### Sizing map

Scale: 2 px per um.
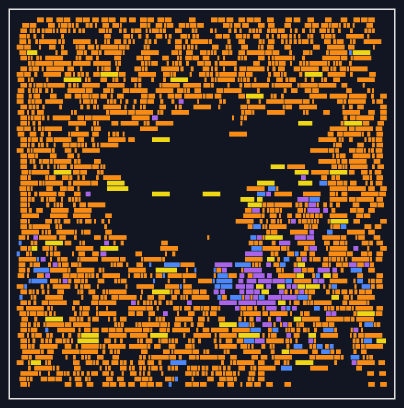
### Where the registers sit

Scale: 2 px per um. Other sequential cells in the stronger gray, the rest of the logic in the fainter gray.
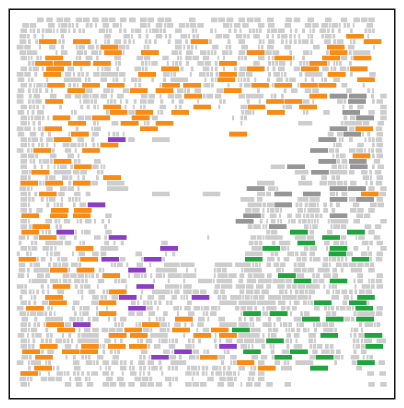
### Cell density map

Scale: 2 px per um. 19 x 19 tiles, from black (low) to pale yellow (high), 0 to 100% covered.
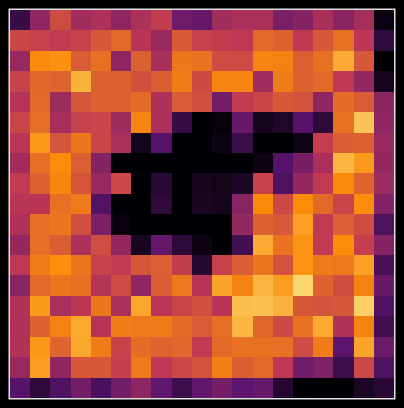
### M2 wires

Scale: 2 px per um.
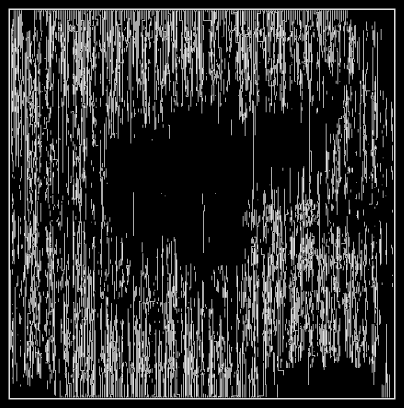
### Routing congestion map

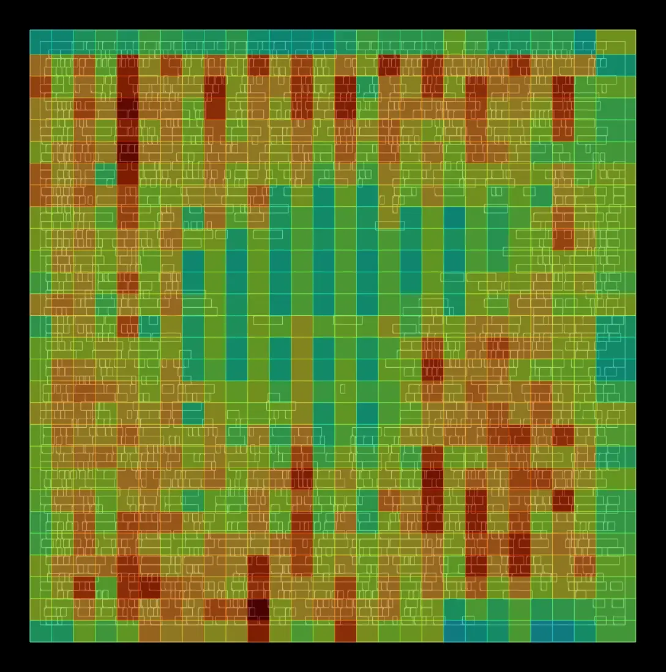
--- config.mk ---
export PLATFORM = sky130hd
export DESIGN_NAME = pkt_seq_ctrl
export DESIGN_NICKNAME = d
export VERILOG_FILES = /design/src/rtl/pkt_seq_ctrl_pkg.sv /design/src/rtl/axis_out_reg.sv /design/src/rtl/pkt_seq_ctrl.sv
export SDC_FILE = /design/constraint.sdc
export NUM_CORES = 1
export LEC_CHECK = 0
export CORE_AREA = 3 3 189 191
export CTS_BUF_LIST = sky130_fd_sc_hd__clkbuf_16
export DETAILED_ROUTE_END_ITERATION = 12
export DIE_AREA = 0 0 192 194
export PLACE_DENSITY = 0.65
export SETUP_SLACK_MARGIN = 0.02
export SYNTH_ARGS = -nofsm -noshare
export SYNTH_HDL_FRONTEND = slang
export SYNTH_SLANG_ARGS = --single-unit
--- constraint.sdc ---
create_clock -name clk -period 5.6 [get_ports clk]
set_input_delay 1.68 -clock clk [delete_from_list [all_inputs] [get_ports clk]]
set_output_delay 1.68 -clock clk [all_outputs]
set_load 0.01 [all_outputs]
--- src/rtl/pkt_seq_ctrl_pkg.sv ---
// Shared definitions for the packet sequencer: FSM state encoding, byte
// popcount helper and default packet-index width.
package pkt_seq_ctrl_pkg;

  localparam int unsigned PKT_IDX_W_DEF = 16;
  localparam int unsigned MAX_KEEP_W    = 128;
  localparam int unsigned POP_W         = 8;

  typedef enum logic [2:0] {
    IDLE = 3'd0,
    HDR  = 3'd1,
    BODY = 3'd2,
    LEN  = 3'd3,
    DONE = 3'd4
  } state_e;

  // Number of set bits in a keep vector (zero-extended to MAX_KEEP_W).
  function automatic logic [POP_W-1:0] popcount(input logic [MAX_KEEP_W-1:0] v);
    logic [POP_W-1:0] n;
    n = '0;
    for (int i = 0; i < MAX_KEEP_W; i++) begin
      n = n + POP_W'(v[i]);
    end
    return n;
  endfunction

endpackage

--- src/rtl/axis_out_reg.sv ---
// Single-entry AXI-Stream output register slice.
// Ports: in_* load side (free_c = slice can accept this cycle),
//        out_* registered stream towards the downstream consumer.
// Payload is held stable while out_valid && !out_ready.
module axis_out_reg #(
  parameter int unsigned DATA_W = 128,
  parameter int unsigned KEEP_W = DATA_W / 8
) (
  input  logic              clk,
  input  logic              rst_n,
  input  logic              in_valid,
  input  logic [DATA_W-1:0] in_data,
  input  logic [KEEP_W-1:0] in_keep,
  input  logic              in_last,
  output logic              free_c,
  output logic              out_valid,
  output logic [DATA_W-1:0] out_data,
  output logic [KEEP_W-1:0] out_keep,
  output logic              out_last,
  input  logic              out_ready
);

  assign free_c = !out_valid || out_ready;

  // Load a new beat whenever the slot is empty or being drained.
  always_ff @(posedge clk or negedge rst_n) begin
    if (!rst_n) begin
      out_valid <= 1'b0;
      out_data  <= '0;
      out_keep  <= '0;
      out_last  <= 1'b0;
    end else if (free_c) begin
      out_valid <= in_valid;
      if (in_valid) begin
        out_data <= in_data;
        out_keep <= in_keep;
        out_last <= in_last;
      end
    end
  end

endmodule

--- src/rtl/pkt_seq_ctrl.sv ---
// Packet sequencer: per packet forwards header beats, then one code-block
// body per entry of the length stream, merged onto one AXI-Stream output.
// Ports: s_axis_hdr_rx_*  header stream (last = end of header)
//        s_axis_len_rx_*  code-block lengths (last = final entry of packet)
//        s_axis_body_rx_* code-block bodies (last = end of code-block)
//        m_axis_pkt_tx_*  packet output (last = end of packet)
//        pkt_index_o      completed packet count (wraps)
//        pkt_done_o       pulse when a packet's last beat has been accepted
//        err_len_o        sticky length/body mismatch flag
//        pkt_bytes_o      byte total of the last packet (PKT_SEQ_BYTE_CNT_EN only)
// Build option: define PKT_SEQ_BYTE_CNT_EN to add the pkt_bytes_o counter.
module pkt_seq_ctrl
  import pkt_seq_ctrl_pkg::*;
#(
  parameter int unsigned DATA_W        = 128,
  parameter int unsigned KEEP_W        = DATA_W / 8,
  parameter int unsigned LENGTH_DATA_W = 32,
  parameter int unsigned PKT_IDX_W     = PKT_IDX_W_DEF
) (
  input  logic                     clk,
  input  logic                     rst_n,
  input  logic                     s_axis_hdr_rx_valid_i,
  input  logic                     s_axis_hdr_rx_last_i,
  input  logic [DATA_W-1:0]        s_axis_hdr_rx_data_i,
  input  logic [KEEP_W-1:0]        s_axis_hdr_rx_keep_i,
  output logic                     s_axis_hdr_rx_ready_o,
  input  logic                     s_axis_len_rx_valid_i,
  input  logic                     s_axis_len_rx_last_i,
  input  logic [LENGTH_DATA_W-1:0] s_axis_len_rx_data_i,
  output logic                     s_axis_len_rx_ready_o,
  input  logic                     s_axis_body_rx_valid_i,
  input  logic                     s_axis_body_rx_last_i,
  input  logic [DATA_W-1:0]        s_axis_body_rx_data_i,
  input  logic [KEEP_W-1:0]        s_axis_body_rx_keep_i,
  output logic                     s_axis_body_rx_ready_o,
  output logic                     m_axis_pkt_tx_valid_o,
  output logic                     m_axis_pkt_tx_last_o,
  output logic [DATA_W-1:0]        m_axis_pkt_tx_data_o,
  output logic [KEEP_W-1:0]        m_axis_pkt_tx_keep_o,
  input  logic                     m_axis_pkt_tx_ready_i,
  output logic [PKT_IDX_W-1:0]     pkt_index_o,
  output logic                     pkt_done_o,
  output logic                     err_len_o
`ifdef PKT_SEQ_BYTE_CNT_EN
  ,
  output logic [LENGTH_DATA_W-1:0] pkt_bytes_o
`endif
);

  state_e                   state, state_n;
  logic [LENGTH_DATA_W-1:0] rem_cnt, rem_cnt_n;
  logic                     len_last_r, len_last_n;
  logic                     empty_r, empty_n;
  logic                     run_r;
  logic                     err_set_c;
  logic                     done_c;
  logic                     out_free_c;
  logic                     ld_valid_c;
  logic                     ld_last_c;
  logic [DATA_W-1:0]        ld_data_c;
  logic [KEEP_W-1:0]        ld_keep_c;
  logic [LENGTH_DATA_W-1:0] body_bytes_c;
  logic                     hdr_fire_c, len_fire_c, body_fire_c, out_last_acc_c;

  // run_r keeps the length port closed while reset is (or was just) active.
  always_ff @(posedge clk or negedge rst_n) begin
    if (!rst_n) run_r <= 1'b0;
    else        run_r <= 1'b1;
  end

  assign s_axis_hdr_rx_ready_o  = (state == HDR)  && out_free_c;
  assign s_axis_body_rx_ready_o = (state == BODY) && out_free_c;
  assign s_axis_len_rx_ready_o  = ((state == IDLE) && run_r) || ((state == LEN) && out_free_c);

  assign hdr_fire_c     = s_axis_hdr_rx_valid_i  && s_axis_hdr_rx_ready_o;
  assign len_fire_c     = s_axis_len_rx_valid_i  && s_axis_len_rx_ready_o;
  assign body_fire_c    = s_axis_body_rx_valid_i && s_axis_body_rx_ready_o;
  assign out_last_acc_c = m_axis_pkt_tx_valid_o && m_axis_pkt_tx_ready_i && m_axis_pkt_tx_last_o;
  assign body_bytes_c   = LENGTH_DATA_W'(popcount(MAX_KEEP_W'(s_axis_body_rx_keep_i)));

  // State register and per-packet context.
  always_ff @(posedge clk or negedge rst_n) begin
    if (!rst_n) begin
      state      <= IDLE;
      rem_cnt    <= '0;
      len_last_r <= 1'b0;
      empty_r    <= 1'b0;
    end else begin
      state      <= state_n;
      rem_cnt    <= rem_cnt_n;
      len_last_r <= len_last_n;
      empty_r    <= empty_n;
    end
  end

  // Next-state, output-stage load and error detection.
  always_comb begin
    state_n    = state;
    rem_cnt_n  = rem_cnt;
    len_last_n = len_last_r;
    empty_n    = empty_r;
    err_set_c  = 1'b0;
    done_c     = 1'b0;
    ld_valid_c = 1'b0;
    ld_data_c  = s_axis_hdr_rx_data_i;
    ld_keep_c  = s_axis_hdr_rx_keep_i;
    ld_last_c  = 1'b0;
    unique case (state)
      IDLE: begin
        if (len_fire_c) begin
          rem_cnt_n  = s_axis_len_rx_data_i;
          len_last_n = s_axis_len_rx_last_i;
          empty_n    = (s_axis_len_rx_data_i == '0) && s_axis_len_rx_last_i;
          // A leading zero-length entry is only legal as the sole entry.
          if ((s_axis_len_rx_data_i == '0) && !s_axis_len_rx_last_i) err_set_c = 1'b1;
          state_n    = HDR;
        end
      end
      HDR: begin
        if (hdr_fire_c) begin
          ld_valid_c = 1'b1;
          ld_last_c  = s_axis_hdr_rx_last_i && empty_r;
          if (s_axis_hdr_rx_last_i) begin
            if (empty_r)              state_n = DONE;
            else if (rem_cnt == '0)   state_n = LEN;
            else                      state_n = BODY;
          end
        end
      end
      BODY: begin
        if (body_fire_c) begin
          ld_valid_c = 1'b1;
          ld_data_c  = s_axis_body_rx_data_i;
          ld_keep_c  = s_axis_body_rx_keep_i;
          ld_last_c  = s_axis_body_rx_last_i && len_last_r;
          rem_cnt_n  = (rem_cnt > body_bytes_c) ? (rem_cnt - body_bytes_c) : '0;
          if (s_axis_body_rx_last_i) begin
            if (rem_cnt != body_bytes_c) err_set_c = 1'b1;
            state_n = len_last_r ? DONE : LEN;
          end
        end
      end
      LEN: begin
        if (len_fire_c) begin
          if (s_axis_len_rx_data_i == '0) begin
            err_set_c = 1'b1;
            // Final entry carries no bytes: close the packet with a null beat.
            if (s_axis_len_rx_last_i) begin
              ld_valid_c = 1'b1;
              ld_data_c  = '0;
              ld_keep_c  = '0;
              ld_last_c  = 1'b1;
              state_n    = DONE;
            end
          end else begin
            rem_cnt_n  = s_axis_len_rx_data_i;
            len_last_n = s_axis_len_rx_last_i;
            state_n    = BODY;
          end
        end
      end
      DONE: begin
        if (out_last_acc_c) begin
          done_c  = 1'b1;
          state_n = IDLE;
        end
      end
      default: state_n = IDLE;
    endcase
  end

  // Packet counter, done pulse and sticky error flag.
  always_ff @(posedge clk or negedge rst_n) begin
    if (!rst_n) begin
      pkt_index_o <= '0;
      pkt_done_o  <= 1'b0;
      err_len_o   <= 1'b0;
    end else begin
      pkt_done_o <= done_c;
      if (done_c)    pkt_index_o <= pkt_index_o + PKT_IDX_W'(1);
      if (err_set_c) err_len_o   <= 1'b1;
    end
  end

`ifdef PKT_SEQ_BYTE_CNT_EN
  logic [LENGTH_DATA_W-1:0] byte_acc;

  // Accumulate bytes of every loaded beat; publish on packet completion.
  always_ff @(posedge clk or negedge rst_n) begin
    if (!rst_n) begin
      byte_acc    <= '0;
      pkt_bytes_o <= '0;
    end else if (done_c) begin
      pkt_bytes_o <= byte_acc;
      byte_acc    <= '0;
    end else if (ld_valid_c) begin
      byte_acc <= byte_acc + LENGTH_DATA_W'(popcount(MAX_KEEP_W'(ld_keep_c)));
    end
  end
`endif

  axis_out_reg #(
    .DATA_W (DATA_W),
    .KEEP_W (KEEP_W)
  ) u_out_reg (
    .clk       (clk),
    .rst_n     (rst_n),
    .in_valid  (ld_valid_c),
    .in_data   (ld_data_c),
    .in_keep   (ld_keep_c),
    .in_last   (ld_last_c),
    .free_c    (out_free_c),
    .out_valid (m_axis_pkt_tx_valid_o),
    .out_data  (m_axis_pkt_tx_data_o),
    .out_keep  (m_axis_pkt_tx_keep_o),
    .out_last  (m_axis_pkt_tx_last_o),
    .out_ready (m_axis_pkt_tx_ready_i)
  );

endmodule
==> results.sh <==
# physical design summary
export IMPL_status="finished, violations left"
export IMPL_violations="setup timing"
export IMPL_rows=68
export IMPL_final_common_cell="clkdlybuf4s50_1"
export IMPL_drcViolationCount=0
export IMPL_fp_util_pct=32.83
export IMPL_cts_clk_slew_worst_paths_ns=0.06
export IMPL_cts_sinks=202
export IMPL_mostFrequentLayoutCells="clkdlybuf4s50_1 (485), a21oi_1 (276), dfrtp_1 (202)"
export IMPL_place_gp_congestion=0.8775
export IMPL_tritoncts="yes"
export IMPL_cts_hold_fix_buffers=0
export IMPL_regMostFlops="u_out_reg.out_data"
export IMPL_die_w_um=192
export IMPL_top_area_share_pct=44.90
export IMPL_reg2reg_setup_slack_ns=2.30
export IMPL_cp_start_kind="input port"
export IMPL_cp_required_ns=6.02
export IMPL_slew_violations=0
export IMPL_io_buffers=495
export IMPL_crit_arrival_ns=6.44
export IMPL_worst_hold_path_type="flip-flop to flip-flop"
export IMPL_synth_area_um2=11260
export IMPL_dieArea_um2=37250
export IMPL_p_leak_nw=7.714
export IMPL_postRouteAntennaNets=0
export IMPL_htree_levels=1
export IMPL_top_regs="u_out_reg.out_data: 128 flops, rem_cnt: 32 flops"
export IMPL_grt_max_degree=148
export IMPL_grt_pass1_vias=12221
export IMPL_rsz0062_at_grt="yes"
export IMPL_peakVddDrop_mv=0.3375
export IMPL_root_buffer="clkbuf_16"
export IMPL_cts_buffers=25
export IMPL_critPathCaptureType="flip-flop"
export IMPL_nets=2230
export IMPL_n_fill_cell=3187
export IMPL_min_period_ns=6.017
export IMPL_netlist_instances=1400
export IMPL_cap_violations=0
export IMPL_postCtsSetupBuffers=13
export IMPL_area_growth_pct=61.82
export IMPL_topCellsByArea="dfrtp_1 (45%), a21oi_1 (12%), nand3_1 (6.8%)"
export IMPL_max_slew_margin_pct=28.95
export IMPL_log_warning_count=35
export IMPL_antenna_found_initial=7
export IMPL_setup_viol=32
export IMPL_yosysTopAreaCell="dfrtp_1"
export IMPL_clkLatencyLatePin_ns=0.52
export IMPL_hold_ws_ns=0.4714
export IMPL_path_class="input port to flip-flop"
export IMPL_grt_pass1_wl_mm=71.07
export IMPL_drt_iter0_markers=842
export IMPL_path_max_fanout=3
export IMPL_p_per_area_nw_per_um2=548.2
export IMPL_finalClockSkew_ns=0.008370
export IMPL_ys_warn_count=0
export IMPL_drtPass1Iterations=7
export IMPL_hold_viol_final=0
export IMPL_synth_yosys_seq_area_share_pct=44.90
export IMPL_io_pins=496
export IMPL_place_hpwl_mm=33.25
export IMPL_overflow=0
export IMPL_ff_type="dfrtp_1"
export IMPL_fp_nets=1751
export IMPL_clk_path_buf_depth=3
export IMPL_edf_count=0
export IMPL_yosys_cells=1400
export IMPL_ys_area_um2=11260
export IMPL_fmax_mhz=166.2
export IMPL_synth_async_reset_ratio_pct=100.0
export IMPL_post_cts_resized=69
export IMPL_largest_reg_flops=128
export IMPL_finalClockPeriodUsage_pct=107.4
export IMPL_avgSynthCellArea_um2=8.041
export IMPL_tightest_slew_ns=1.066
export IMPL_r2r_cells=8
export IMPL_ys_ff=202
export IMPL_drive_gt1_share_pct=10.49
export IMPL_vias_per_cell=5.326
export IMPL_ys_types=68
export IMPL_die_h_um=194
export IMPL_min_path_cells=1
export IMPL_timing_final_ws_setup_ns=-0.4171
-- 'Sizing map' (at the start) --
[_3 and _4 cells] purple | cells: 82 | share: 4.3%
[_0 and _1 cells] orange | cells: 1698 | share: 90%
[_6 and larger] yellow | cells: 54 | share: 2.8%
[_2 cells] blue | cells: 63 | share: 3.3%

-- 'Where the registers sit' (at the start) --
[u_out_reg.out_data] orange | sequential cells: 128 | where: all over the die
[rem_cnt] green | sequential cells: 32 | where: lower right
[u_out_reg.out_keep] purple | sequential cells: 16
not colored: 26

-- 'Cell density map' (at the start) --
tiles over 75% full: 8.6%
nearly empty tiles: 7.8%
mean over tiles: 47%
Std-Cell Core Area: 34290 um^2
Util after Layout: 53.13%

-- 'M2 wires' (at the start) --
share of all routed wire: 49%
nets with wire on the layer: 1861
wire length on this layer: 23.1 mm
GRT met2 Usage: 40.44%
vias: 12563
Routed WL: 47.19 mm

-- 'Routing congestion map' (at the start) --
DR WL/cell: 20.01 um
Tot GR Track Use: 24.01%
grt met3 use: 5.623%

[routing by layer]
layer  global-route usage, %  vias up  share of wire [%]  routed length [um]
met5                       0        -                  0                   0
met4                   6.638        0                2.8                1302
met3                   5.623       80                8.1                3828
met2                   40.44      507                 49               23100
met1                   30.84     6104                 40               18970
li1                        -     5872                  -                   -
[area by class of cell]
cell class	instances	area, um^2	share of cell area [%]
diodes	7	17.52	0.09616
flip-flops and latches	202	5055	27.75
clock buffers	25	625.6	3.434
multi-input cells	1055	6037	33.14
well taps	455	569.3	3.125
repair buffers	564	5593	30.70
clock inverters	20	197.7	1.085
inverters	31	121.4	0.6663
[final timing paths]
path,to,startpoint
worst min register to register,pkt_index_o[15]$_DFFE_PN0P_,pkt_index_o[15]$_DFFE_PN0P_
worst min-delay path,pkt_index_o[15]$_DFFE_PN0P_,pkt_index_o[15]$_DFFE_PN0P_
worst max-delay path,rem_cnt[27]$_DFFE_PN0P_,s_axis_body_rx_keep_i[15]
max in group asynchronous,u_out_reg.out_data[106]$_DFFE_PN0P_,rst_n
min in group asynchronous,rem_cnt[10]$_DFFE_PN0P_,rst_n
worst max register to register,rem_cnt[16]$_DFFE_PN0P_,state[1]$_DFFE_PN0P_
[where the power goes]
part	total, mW	internal, mW	leakage, nW	switching (mW)
Clock	1.65	0.993	0.418	0.653
Combinational	5.81	2.72	4.76	3.09
Sequential	2.53	2.08	2.54	0.454
Total	9.99	5.79	7.71	4.19
[critical path, cell delays in order]
cell and delay, ns:
buf_8 0.11, fa_2 0.60, inv_2 0.04, fa_1 0.48, inv_2 0.04, fa_1 0.48
inv_2 0.04, fa_1 0.49, inv_1 0.04, ha_2 0.17, fa_2 0.37, a21o_1 0.18
nand2_2 0.08, ha_4 0.21, and3_4 0.17, buf_6 0.11, o21ai_4 0.06, nand3_2 0.10
or2_4 0.25, or4_4 0.48, o211ai_1 0.23
[cells by family (layout without fill, tap and decap cells)]
kind of cell / count (synthesis) / after routing / synth area share, %
buf+inv: 145 / 640 / 5.224
compound gates: 403 / 405 / 20.74
fa+ha+maj: 22 / 22 / 3.179
mux: 5 / 5 / 0.4890
xor+xnor: 20 / 20 / 1.556
other cells: 1 / 8 / 0.03331
simple gates: 602 / 602 / 23.87
flops: 202 / 202 / 44.90
[synth_stat cells (7+ instances only)]
cell / number
a21oi_1: 281
dfrtp_1: 202
nand2_1: 186
nor2_1: 181
nand3_1: 153
clkbuf_1: 94
inv_1: 31
o21ai_1: 20
nor3_1: 15
and3_1: 14
nor4_1: 14
xnor2_1: 13
fa_1: 11
ha_1: 11
o21ai_0: 11
o2bb2ai_1: 9
a22o_1: 8
buf_2: 8
o311ai_0: 8
buf_1: 7
xor2_1: 7
[per-stage QoR]
stage	TNS, ns	std cells	power, mW	worst slack [ns]	instance area [um^2]
after floorplan	-13.76	1400	5.449	-0.5610	11410
after global placement	-43.58	2292	7.772	-1.400	17010
after detailed placement	-45.39	2292	7.867	-1.462	17010
after CTS	-11.54	2352	9.861	-0.4271	18090
after global routing	-13.63	2359	10.65	-0.5302	18220
final	-9.692	2359	9.986	-0.4171	18220
Power and IR drop assume default switching activity.
